Fig. 1: signal wires on met1
Supply wires on this layer in grey.
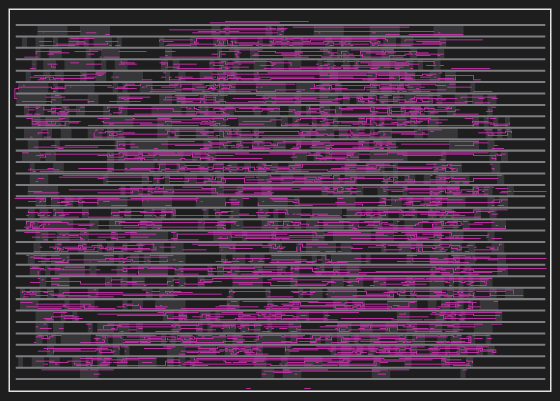
Fig. 2: sequential cells coloured by netlist name
Other sequential cells in the stronger grey, the rest of the logic in the fainter grey.
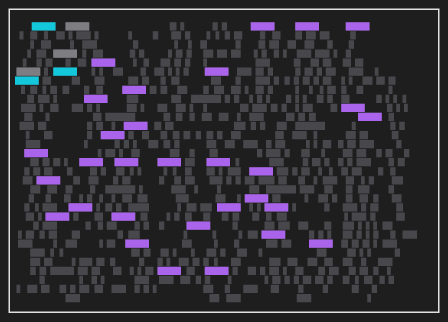
Fig. 3: nets reached from selected ports
Bar = 50 um.
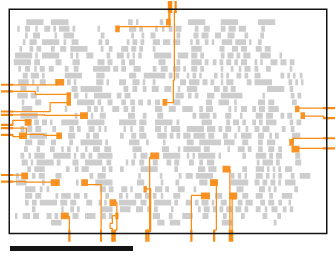
==> config.mk <==
export PLATFORM = sky130hd
export DESIGN_NAME = instruction_fetch_unit
export DESIGN_NICKNAME = d
export VERILOG_FILES = /design/src/rtl/ifu_pkg.sv /design/src/rtl/ifu_next_pc.sv /design/src/rtl/instruction_fetch_unit.sv
export SDC_FILE = /design/constraint.sdc
export NUM_CORES = 1
export LEC_CHECK = 0
export CELL_PAD_IN_SITES_DETAIL_PLACEMENT = 1
export CELL_PAD_IN_SITES_GLOBAL_PLACEMENT = 2
export CORE_ASPECT_RATIO = 0.7
export CORE_UTILIZATION = 39
export DETAILED_ROUTE_END_ITERATION = 6
export DONT_BUFFER_PORTS = 1
export PLACE_DENSITY_LB_ADDON = 0.1
export RECOVER_POWER = 50
export SYNTH_ARGS = -nofsm -noshare
export SYNTH_HDL_FRONTEND = slang
export SYNTH_SLANG_ARGS = --single-unit
==> constraint.sdc <==
create_clock -name CLK -period 10.5 [get_ports CLK]
set_input_delay 1.05 -clock CLK [delete_from_list [all_inputs] [get_ports CLK]]
set_output_delay 1.05 -clock CLK [all_outputs]
set_load 0.02 [all_outputs]
==> qor.txt <==
run status -> finished, final reports clean
tool warnings -> 30
ANT cells -> 0
critical path launch point type -> flip-flop
core area -> 10,600 um^2
H-tree depth -> 2
synth warn -> 0
WS Path Type -> flip-flop to flip-flop
Worst Path Arrival -> 4540 ps
final worst path period share -> 41.6%
final hold violation count -> 0
maximum buffer depth of the clock tree -> 2
slowest CP cell -> or4_4
crit-path cells -> ha_1 > nand3_1 > or4_4 > nor2_1 > and3_1 > xor2_1 > ha_1 > and3_1 > nand4_1 > or4_1 > o32ai_1 > or4_1 > nand3_1
FF-to-FF setup slack -> 6130 ps
#FFs+latches synth -> 36
syn avg cell area -> 7.16 um^2
max cap viols -> 0
Initial DRC Count -> 475
die area -> 11,700 um^2
Worst path depth -> 13
post-synth design cell area -> 4370 um^2
final total power -> 406 uW
Layout Skew -> 8.21 ps
GR Overflow Total -> 0
GR Util All Layers -> 29.7%
nets -> 678
RSZ-0062 raised after global routing -> no
post-CTS sizing -> 0
initial antenna violation count -> 0
Hold-fix buffers, CTS -> 0
Back to the opening pictures, Fig. 1:
The layer carries 8,690 um of wire. The layer holds 51% of the routed length. The longest straight run is 48.8 um. The wires run mostly horizontal. 640 nets have wire on it.
vias: 4,775
Post-Route WL: 17,000 um
GR Layer Usage met1: 46.1%

Back to the opening pictures, Fig. 2:
Key: purple = IAddr [placed flops 30]; cyan = state [placed flops 3]
P_seq: 149 uW
sequential cell area share: 15.6%
FF/Latch Area: 721 um^2
fin util: 43.6%

Back to the opening pictures, Fig. 3:
Key: orange = JumpAddr [bits 26, direction input, end cells 26, buffers 0, wire 489 um]
io pins: 82
buffers added on ports: 0

## stage by stage
stage	cell area (um^2)	cells	hold WS, ps
after detailed placement	4480	734	494
after global routing	4630	742	532
after global placement	4480	734	480
after CTS	4630	742	499
final	4630	742	497
after floorplan	4380	612	471
## final cells by class
type / instances / area share [%]
well taps: 148 / 4.00
inverters: 31 / 2.51
flip-flops and latches: 36 / 15.6
repair buffers: 6 / 0.972
clock inverters: 1 / 0.162
multi-input cells: 513 / 73.7
clock buffers: 7 / 3.08
## worst reg2reg max path, stage by stage (launching register included)
cell and delay [ps]:
dfxtp_1 570, ha_1 320, nand3_1 180, or4_4 600, nor2_1 270, and3_1 270, xor2_1 90, ha_1 470
and3_1 310, nand4_1 170, or4_1 560, o32ai_1 210, or4_1 170, nand3_1 60
## layer usage
layer	share of wire, %	track usage, %	vias up
met5	0	0	-
met4	0.53	2.94	0
met3	8.3	6.58	8
met2	40	42.1	183
met1	51	46.1	2342
li1	-	-	2242
## power by group
group          switching [uW]  internal, uW
Clock                    63.8          94.7
Combinational            65.1          33.5
Sequential               9.40           140
Total                     138           268
## synthesized netlist by cell type, types with 2 or more instances
master / instances
o21ai_0: 43
and2_1: 4
o221ai_1: 5
o21a_1: 18
a21boi_0: 3
xor2_1: 12
or2_2: 2
nor2b_1: 6
a22oi_1: 6
nor4_1: 6
and3_1: 15
inv_1: 31
o21ba_2: 3
a221oi_1: 6
buf_2: 2
a31oi_1: 9
or4_1: 3
o221a_2: 2
o2111ai_1: 6
nand3b_1: 2
o211ai_1: 10
nand2b_1: 6
nand3_1: 21
and4_1: 3
buf_4: 2
a21o_1: 13
clkbuf_1: 28
o32ai_1: 3
nand2_1: 63
nor2_1: 31
xnor2_1: 31
or3_1: 5
or3b_2: 2
ha_1: 37
a211oi_1: 10
a21oi_1: 60
a32o_1: 2
dfxtp_1: 36
mux2i_1: 3
o22ai_1: 6
a221o_1: 4
a211o_1: 3
nor3_1: 16
a31o_2: 4
nand4_1: 12
## cell usage in the layout (no fill, tap or decap), types with 10 or more instances in the layout
cell      Yosys  routed
a211oi_1     10      10
a21o_1       13      13
a21oi_1      60      60
and3_1       15      15
dfxtp_1      36      36
ha_1         37      37
inv_1        31      31
nand2_1      63      63
nand3_1      21      21
nand4_1      12      12
nor2_1       31      31
nor3_1       16      15
o211ai_1     10      10
o21a_1       18      18
o21ai_0      43      43
xnor2_1      31      31
xor2_1       12      12
## cell families after synthesis
kind of cell | after synthesis | synth area share, %
multiplexers | 3 | 0.687
buffers and inverters | 63 | 5.63
flip-flops | 36 | 16.5
AND-OR/OR-AND | 225 | 34.0
other | 1 | 0.0857
adder cells (fa/ha/maj) | 38 | 11.0
XOR/XNOR | 43 | 8.61
AND/OR/NAND/NOR | 202 | 23.5
Power figures rest on the tool's default switching activity, not on a simulated workload.
